$ cat config.mk
export PLATFORM = sky130hd
export DESIGN_NAME = mcc_uart_tx_flat
export DESIGN_NICKNAME = d
export VERILOG_FILES = /design/src/rtl/mcc_pkg.sv /design/src/rtl/mcc_uart_tx_if.sv /design/src/rtl/mcc_sync_fifo.sv /design/src/rtl/mcc_uart_tx.sv /design/src/flat_wrapper.sv
export SDC_FILE = /design/constraint.sdc
export NUM_CORES = 1
export LEC_CHECK = 0
export CAP_MARGIN = 25
export CORE_UTILIZATION = 56
export CTS_BUF_LIST = sky130_fd_sc_hd__clkbuf_4
export DETAILED_ROUTE_END_ITERATION = 12
export PLACE_DENSITY = 0.8
export SYNTH_ARGS = -nofsm -noshare
export SYNTH_HDL_FRONTEND = slang
export SYNTH_SLANG_ARGS = --single-unit
$ cat constraint.sdc
create_clock -name clk -period 3.48 [get_ports clk]
set_input_delay 1.044 -clock clk [delete_from_list [all_inputs] [get_ports clk]]
set_output_delay 1.044 -clock clk [all_outputs]
set_load 0.05 [all_outputs]
$ cat src/rtl/mcc_pkg.sv
// mcc_pkg: shared definitions for the multi-cycle CPU peripherals.
//   - UART register word offsets (mem_addr[3:2])
//   - UART STATUS bit positions
//   - UART transmitter state encoding
//   - baud_reload(): converts a divisor into the down-counter reload value
package mcc_pkg;

    localparam logic [1:0] UART_REG_DATA   = 2'd0;
    localparam logic [1:0] UART_REG_STATUS = 2'd1;
    localparam logic [1:0] UART_REG_DIV    = 2'd2;

    localparam int unsigned UART_STAT_BUSY    = 0;
    localparam int unsigned UART_STAT_FULL    = 1;
    localparam int unsigned UART_STAT_EMPTY   = 2;
    localparam int unsigned UART_STAT_OVF     = 3;
    localparam int unsigned UART_STAT_CNT_LSB = 4;

    typedef enum logic [1:0] {
        StIdle  = 2'd0,
        StStart = 2'd1,
        StData  = 2'd2,
        StStop  = 2'd3
    } tx_state_e;

    // Bit period is max(div, 1) cycles; the baud counter counts down to zero.
    function automatic logic [15:0] baud_reload(input logic [15:0] div);
        return (div > 16'd1) ? (div - 16'd1) : 16'd0;
    endfunction

endpackage

$ cat src/rtl/mcc_uart_tx_if.sv
// mcc_uart_tx_if: CPU data-port slice seen by the UART transmitter.
//   sel     - address-decoder hit for the 16-byte window
//   addr    - word offset (mem_addr[3:2])
//   wdata   - write data (mem_wdata)
//   wenable - byte strobes (mem_wenable)
//   rdata   - combinational read data, 0 when !sel
// master: CPU / bus side.  slave: the UART.
interface mcc_uart_tx_if;

    logic        sel;
    logic [1:0]  addr;
    logic [31:0] wdata;
    logic [3:0]  wenable;
    logic [31:0] rdata;

    modport master (
        output sel,
        output addr,
        output wdata,
        output wenable,
        input  rdata
    );

    modport slave (
        input  sel,
        input  addr,
        input  wdata,
        input  wenable,
        output rdata
    );

endinterface

$ cat src/rtl/mcc_sync_fifo.sv
// mcc_sync_fifo: single-clock FIFO with pointer-plus-wrap-bit full/empty detection.
//   clk, rst - clock, synchronous active-high reset (flushes the FIFO)
//   push     - write wdata; accepted when not full, or when a pop happens the same cycle
//   pop      - drop the head entry; ignored when empty
//   wdata    - data to push
//   head     - current head entry (valid when !empty)
//   full     - DEPTH entries held
//   empty    - no entries held
//   count    - number of entries held (0..DEPTH)
module mcc_sync_fifo #(
    parameter int unsigned WIDTH = 8,
    parameter int unsigned DEPTH = 8
) (
    input  logic                     clk,
    input  logic                     rst,
    input  logic                     push,
    input  logic                     pop,
    input  logic [WIDTH-1:0]         wdata,
    output logic [WIDTH-1:0]         head,
    output logic                     full,
    output logic                     empty,
    output logic [$clog2(DEPTH):0]   count
);

    localparam int unsigned AW = $clog2(DEPTH);

    logic [WIDTH-1:0] mem_q [DEPTH];
    logic [AW:0]      wr_ptr_q;
    logic [AW:0]      rd_ptr_q;
    logic             do_push;
    logic             do_pop;

    assign empty = (wr_ptr_q == rd_ptr_q);
    // Same slot, opposite lap: the writer is a full lap ahead.
    assign full  = (wr_ptr_q[AW] != rd_ptr_q[AW]) &&
                   (wr_ptr_q[AW-1:0] == rd_ptr_q[AW-1:0]);
    assign count = wr_ptr_q - rd_ptr_q;
    assign head  = mem_q[rd_ptr_q[AW-1:0]];

    assign do_pop  = pop && !empty;
    // When full, a same-cycle pop frees the slot being written (head is read before the edge).
    assign do_push = push && (!full || do_pop);

    always_ff @(posedge clk) begin
        if (rst) begin
            wr_ptr_q <= '0;
            rd_ptr_q <= '0;
        end else begin
            if (do_push) begin
                wr_ptr_q <= wr_ptr_q + (AW+1)'(1);
            end
            if (do_pop) begin
                rd_ptr_q <= rd_ptr_q + (AW+1)'(1);
            end
        end
    end

    always_ff @(posedge clk) begin
        if (do_push) begin
            mem_q[wr_ptr_q[AW-1:0]] <= wdata;
        end
    end

endmodule

$ cat src/rtl/mcc_uart_tx.sv
// mcc_uart_tx: memory-mapped 8N1 UART transmitter with a TX FIFO.
//   clk  - clock, all state on rising edge
//   rst  - synchronous active-high reset; aborts any frame and flushes the FIFO
//   bus  - CPU data port (slave): sel/addr/wdata/wenable in, combinational rdata out
//   txd  - serial output, idle high
//   irq  - registered, high while the FIFO is empty and the transmitter idle
// Registers: 0 DATA (W push), 1 STATUS (R, W1 bit3 clears overflow), 2 DIV (R/W [15:0]).
module mcc_uart_tx
    import mcc_pkg::*;
#(
    parameter int unsigned FIFO_DEPTH = 8,
    parameter logic [15:0] DIV_RESET  = 16'd868
) (
    input  logic         clk,
    input  logic         rst,
    mcc_uart_tx_if.slave bus,
    output logic         txd,
    output logic         irq
);

    localparam int unsigned CW = $clog2(FIFO_DEPTH) + 1;

    tx_state_e   state_q, state_d;
    logic [15:0] baud_q, baud_d;
    logic [2:0]  bit_q, bit_d;
    logic [7:0]  shift_q, shift_d;
    logic        txd_q, txd_d;
    logic        irq_q;
    logic [15:0] div_q;
    logic        ovf_q;

    logic          fifo_push, fifo_pop, fifo_full, fifo_empty;
    logic [7:0]    fifo_head;
    logic [CW-1:0] fifo_count;
    logic [31:0]   count_ext;
    logic [3:0]    count_sat;
    logic          bit_done;
    logic          wr_div_lo, wr_div_hi, clr_ovf;
    logic [31:0]   status;
    logic [31:0]   rdata;
    logic          unused_bus;

    // Register write decode
    assign fifo_push = bus.sel && (bus.addr == UART_REG_DATA) && bus.wenable[0];
    assign wr_div_lo = bus.sel && (bus.addr == UART_REG_DIV) && bus.wenable[0];
    assign wr_div_hi = bus.sel && (bus.addr == UART_REG_DIV) && bus.wenable[1];
    assign clr_ovf   = bus.sel && (bus.addr == UART_REG_STATUS) && bus.wenable[0] &&
                       bus.wdata[UART_STAT_OVF];
    assign unused_bus = ^{bus.wdata[31:16], bus.wenable[3:2]};

    mcc_sync_fifo #(
        .WIDTH (8),
        .DEPTH (FIFO_DEPTH)
    ) u_fifo (
        .clk   (clk),
        .rst   (rst),
        .push  (fifo_push),
        .pop   (fifo_pop),
        .wdata (bus.wdata[7:0]),
        .head  (fifo_head),
        .full  (fifo_full),
        .empty (fifo_empty),
        .count (fifo_count)
    );

    // TX FSM next-state and pop generation
    always_comb begin
        state_d  = state_q;
        baud_d   = baud_q;
        bit_d    = bit_q;
        shift_d  = shift_q;
        fifo_pop = 1'b0;
        bit_done = (baud_q == 16'd0);

        unique case (state_q)
            StIdle: begin
                if (!fifo_empty) begin
                    fifo_pop = 1'b1;
                    shift_d  = fifo_head;
                    baud_d   = baud_reload(div_q);
                    state_d  = StStart;
                end
            end
            StStart: begin
                if (bit_done) begin
                    bit_d   = 3'd0;
                    baud_d  = baud_reload(div_q);
                    state_d = StData;
                end else begin
                    baud_d = baud_q - 16'd1;
                end
            end
            StData: begin
                if (bit_done) begin
                    shift_d = {1'b0, shift_q[7:1]};
                    baud_d  = baud_reload(div_q);
                    if (bit_q == 3'd7) begin
                        state_d = StStop;
                    end else begin
                        bit_d = bit_q + 3'd1;
                    end
                end else begin
                    baud_d = baud_q - 16'd1;
                end
            end
            StStop: begin
                if (bit_done) begin
                    // Chain straight into the next start bit when data is waiting.
                    if (!fifo_empty) begin
                        fifo_pop = 1'b1;
                        shift_d  = fifo_head;
                        baud_d   = baud_reload(div_q);
                        state_d  = StStart;
                    end else begin
                        state_d = StIdle;
                    end
                end else begin
                    baud_d = baud_q - 16'd1;
                end
            end
            default: state_d = StIdle;
        endcase

        // txd is registered from the next state so it is glitch-free.
        case (state_d)
            StStart: txd_d = 1'b0;
            StData:  txd_d = shift_d[0];
            default: txd_d = 1'b1;
        endcase
    end

    always_ff @(posedge clk) begin
        if (rst) begin
            state_q <= StIdle;
            baud_q  <= 16'd0;
            bit_q   <= 3'd0;
            shift_q <= 8'd0;
            txd_q   <= 1'b1;
            irq_q   <= 1'b1;
            div_q   <= DIV_RESET;
            ovf_q   <= 1'b0;
        end else begin
            state_q <= state_d;
            baud_q  <= baud_d;
            bit_q   <= bit_d;
            shift_q <= shift_d;
            txd_q   <= txd_d;
            irq_q   <= fifo_empty && (state_q == StIdle);
            if (wr_div_lo) begin
                div_q[7:0] <= bus.wdata[7:0];
            end
            if (wr_div_hi) begin
                div_q[15:8] <= bus.wdata[15:8];
            end
            if (fifo_push && fifo_full && !fifo_pop) begin
                ovf_q <= 1'b1;
            end else if (clr_ovf) begin
                ovf_q <= 1'b0;
            end
        end
    end

    // STATUS assembly; count saturates at 15 for deep FIFOs.
    assign count_ext = 32'(fifo_count);
    assign count_sat = (count_ext > 32'd15) ? 4'hf : count_ext[3:0];

    always_comb begin
        status = '0;
        status[UART_STAT_BUSY]             = (state_q != StIdle);
        status[UART_STAT_FULL]             = fifo_full;
        status[UART_STAT_EMPTY]            = fifo_empty;
        status[UART_STAT_OVF]              = ovf_q;
        status[UART_STAT_CNT_LSB +: 4]     = count_sat;
    end

    // Combinational read: the CPU samples rdata in the address cycle.
    always_comb begin
        rdata = '0;
        if (bus.sel) begin
            case (bus.addr)
                UART_REG_STATUS: rdata = status;
                UART_REG_DIV:    rdata = {16'h0000, div_q};
                default:         rdata = '0;
            endcase
        end
    end

    assign bus.rdata = rdata;
    assign txd       = txd_q;
    assign irq       = irq_q;

endmodule
$ cat src/flat_wrapper.sv
// flat-port wrapper written by rule: the top's interface ports become plain ports
module mcc_uart_tx_flat import mcc_pkg::*;
#(
    parameter int unsigned FIFO_DEPTH = 8,
    parameter logic [15:0] DIV_RESET  = 16'd868
)
  (clk, rst, txd, irq, bus_sel, bus_addr, bus_wdata, bus_wenable, bus_rdata);
  mcc_uart_tx_if bus_i ();
  input  logic clk;
  input  logic rst;
  output logic txd;
  output logic irq;
  input wire logic [$bits(bus_i.sel)-1:0] bus_sel;
  input wire logic [$bits(bus_i.addr)-1:0] bus_addr;
  input wire logic [$bits(bus_i.wdata)-1:0] bus_wdata;
  input wire logic [$bits(bus_i.wenable)-1:0] bus_wenable;
  output wire logic [$bits(bus_i.rdata)-1:0] bus_rdata;
  assign bus_i.sel = bus_sel;
  assign bus_i.addr = bus_addr;
  assign bus_i.wdata = bus_wdata;
  assign bus_i.wenable = bus_wenable;
  assign bus_rdata = bus_i.rdata;
  mcc_uart_tx #(.FIFO_DEPTH(FIFO_DEPTH), .DIV_RESET(DIV_RESET)) u_core (.clk(clk), .rst(rst), .bus(bus_i), .txd(txd), .irq(irq));
endmodule
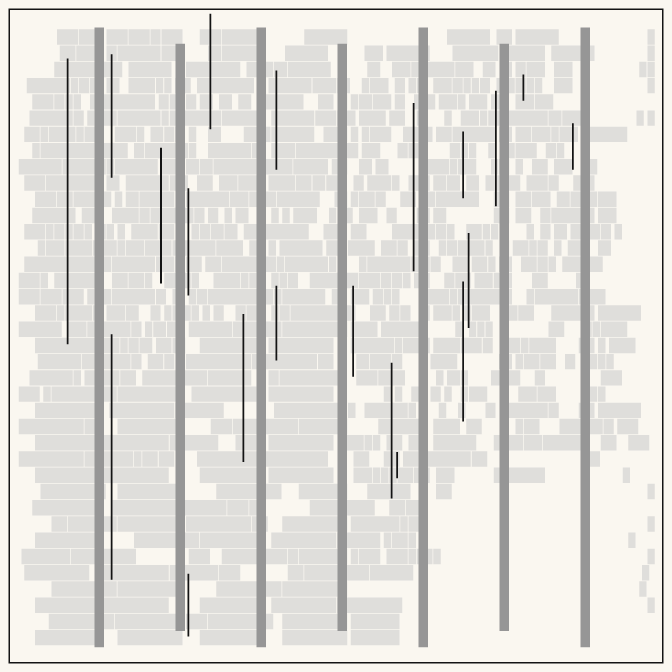
Figure 1: signal wires on met4.
Supply wires on this layer in gray.
- main direction: vertical
- nets with wire on the layer: 18
- wire length on this layer: 381 um
- longest straight run: 47.6 um
- share of all routed wire: 2.3%
Vias: 5,195
drt total wl: 16,300 um

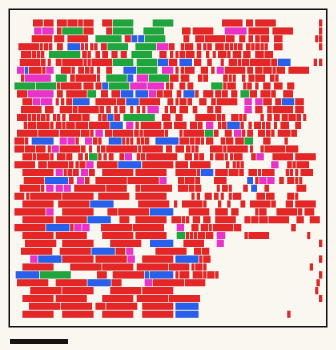
Figure 2: drive-strength map.
Scale bar: 20 um.
- green: x6 and larger (cells 29)
- red: x1 and smaller (cells 568)
- blue: x2 (cells 41)
- magenta: x3 and x4 (cells 51)
Non-CTS buffers: 64
Setup WS post-layout: 18.1 ps
Area growth syn-to-layout: 18.1%
final instance area: 7600 um2

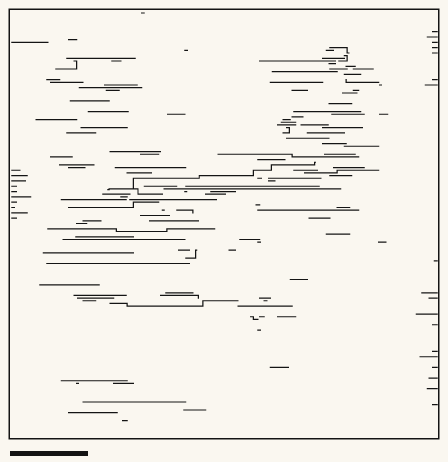
Figure 3: M3 wires.
Scale bar: 20 um.
- nets with wire on the layer: 105
- longest straight run: 45.1 um
GR Util met3: 7.29%

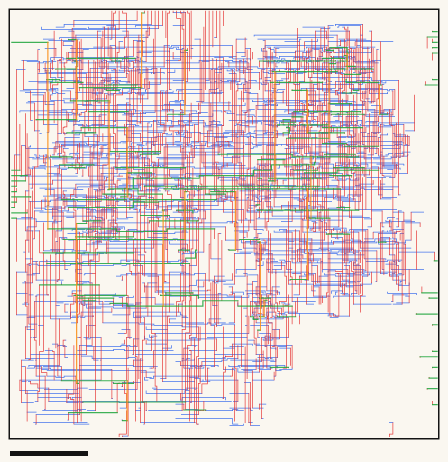
Figure 4: metal layers overlaid.
Scale bar: 20 um.
- blue: M1 (wire length 6,730 um)
- green: M3 (wire length 1,240 um)
- orange: M4 (wire length 381 um)
- red: M2 (wire length 7,930 um)
WL/cell: 19.6 um
Total GRT Usage: 28.3%

## worst max-delay path, cell delays in order
cell	delay, ps
clkdlybuf4s50_1	480
inv_1	100
ha_4	200
buf_12	140
a22oi_2	230
nor2_4	60
buf_12	150
## state kept, by name (all words and copies together), names as in the netlist, named ones only
| name | flops |
|---|---|
| u_core.baud_q | 16 |
| u_core.bit_q | 3 |
| u_core.div_q | 16 |
| u_core.irq | 1 |
| u_core.ovf_q | 1 |
| u_core.shift_q | 8 |
| u_core.state_q | 2 |
| u_core.txd | 1 |
| u_core.u_fifo.mem_q | 64 |
| u_core.u_fifo.rd_ptr_q | 4 |
| u_core.u_fifo.wr_ptr_q | 4 |
## worst max-delay path by stage
stage	startpoint	endpoint	slack, ps
global placement	bus_addr[0]	bus_rdata[7]	-100
floorplan	u_core.u_fifo.wr_ptr_q[0]$_SDFFE_PP0P_	bus_rdata[2]	-2
detailed placement	bus_addr[1]	bus_rdata[7]	-110
CTS	bus_addr[1]	bus_rdata[4]	0.6
finish	bus_addr[0]	bus_rdata[1]	20
global route	bus_addr[0]	bus_rdata[4]	-40
## power by group
group	switching [uW]	internal, uW	leakage, uW	total (uW)
logic	1060	634	0.00151	1690
registers	106	1610	0.00106	1710
clock network	581	511	0.000165	1090
total	1750	2750	0.00273	4500
## layout make-up
cell class | instances | area share (%)
flip-flops and latches | 123 | 40.8
inverters | 19 | 0.938
clock inverters | 15 | 2.40
repair buffers | 64 | 10.2
well taps | 140 | 2.30
multi-input cells | 451 | 41.7
clock buffers | 17 | 1.68
## stage by stage
stage	cells	setup slack (ps)	hold WS (ps)
after floorplan	646	-2.09	447
after global placement	796	-96.3	481
after detailed placement	796	-113	494
after CTS	828	0.567	518
after global routing	829	-38.0	539
final	829	18.1	517
==> flow_metrics.tcl <==
# yosys + openroad results
set metrics [dict create \
    most_common_cell "nand2_1" \
    required_ps 2440 \
    final.fill_count 773 \
    syn_avg_cell_area_um2 10.2 \
    met1_usage_pct 36.5 \
    fp.dieH_um 109 \
    holdPathEnd "u_core.u_fifo.wr_ptr_q[3]$_SDFFE_PP0P_" \
    grt_max_degree 33 \
    highest_layer "met4" \
    die_area_um2 11900 \
    clk_pin_slew_ps 120 \
    met2_length_um 7930 \
    top_usage_layer "met2" \
    path_class "in2out" \
    antenna_left 0 \
    ys_types 65 \
    grt_pass1_vias 4948 \
    rrSetupSlack_ps 590 \
    firstDrtPassIters 6 \
    edf_count 64 \
    drcViolationCount 0 \
    routabilityCongestion 0.891 \
    worstMarginPinSlew_ps 829 \
    logic_area_um2 3170 \
    worstHoldPathCells 2 \
    cts_hold_buf 0 \
    cts.path.max_buffers 2 \
    clock_sinks 123 \
    synth_cells 631 \
    hpwlAfterDp_um 11000 \
    ff_type "edfxtp_1" \
    fin_crit_sh_pct 99.5 \
    setup_viol 0 \
    cts-resized-gates 6 \
    rows 38 \
    cts_made_buffers 17 \
    synth-adder-area-share_pct 4.00 \
    cts_tree "built" \
    status "completed" \
    nNetsFinal 737 \
    ys_ff 123 \
    start_kind "input pin" \
    hold_viol 0 \
    p_per_area_nw_per_um2 592 \
    ys_chip_area_um2 6440 \
    ys_seq_share_pct 48.2 \
    total_power_uw 4500 \
    period_needed_ps 3460 \
    core_area_um2 11000 \
    rsz0062_at_grt "yes" \
    compound_area_share_pct 13.5 \
    placed_area_um2 7160 \
    final_layout_top_logic_cells "nand2_1, edfxtp_1, dfxtp_1, nor2_1, a21oi_1" \
    cp_max_fo 10 \
    min-delay-start "u_core.u_fifo.wr_ptr_q[3]$_SDFFE_PP0P_" \
    antenna_found_initial 0 \
    drive_gt1_share_pct 17.6 \
    r2r.worst_path.cells 7 \
    xor_share_pct 3.81 \
    tool_warnings 54 \
    h-tree-depth 4 \
    fmax_ghz 0.289 \
    overflow 0 \
    cp_data_arrival_time_ps 2420 \
    wl_met1_um 6730 \
]
No activity file was given, so power comes from the tool's default toggle rates.
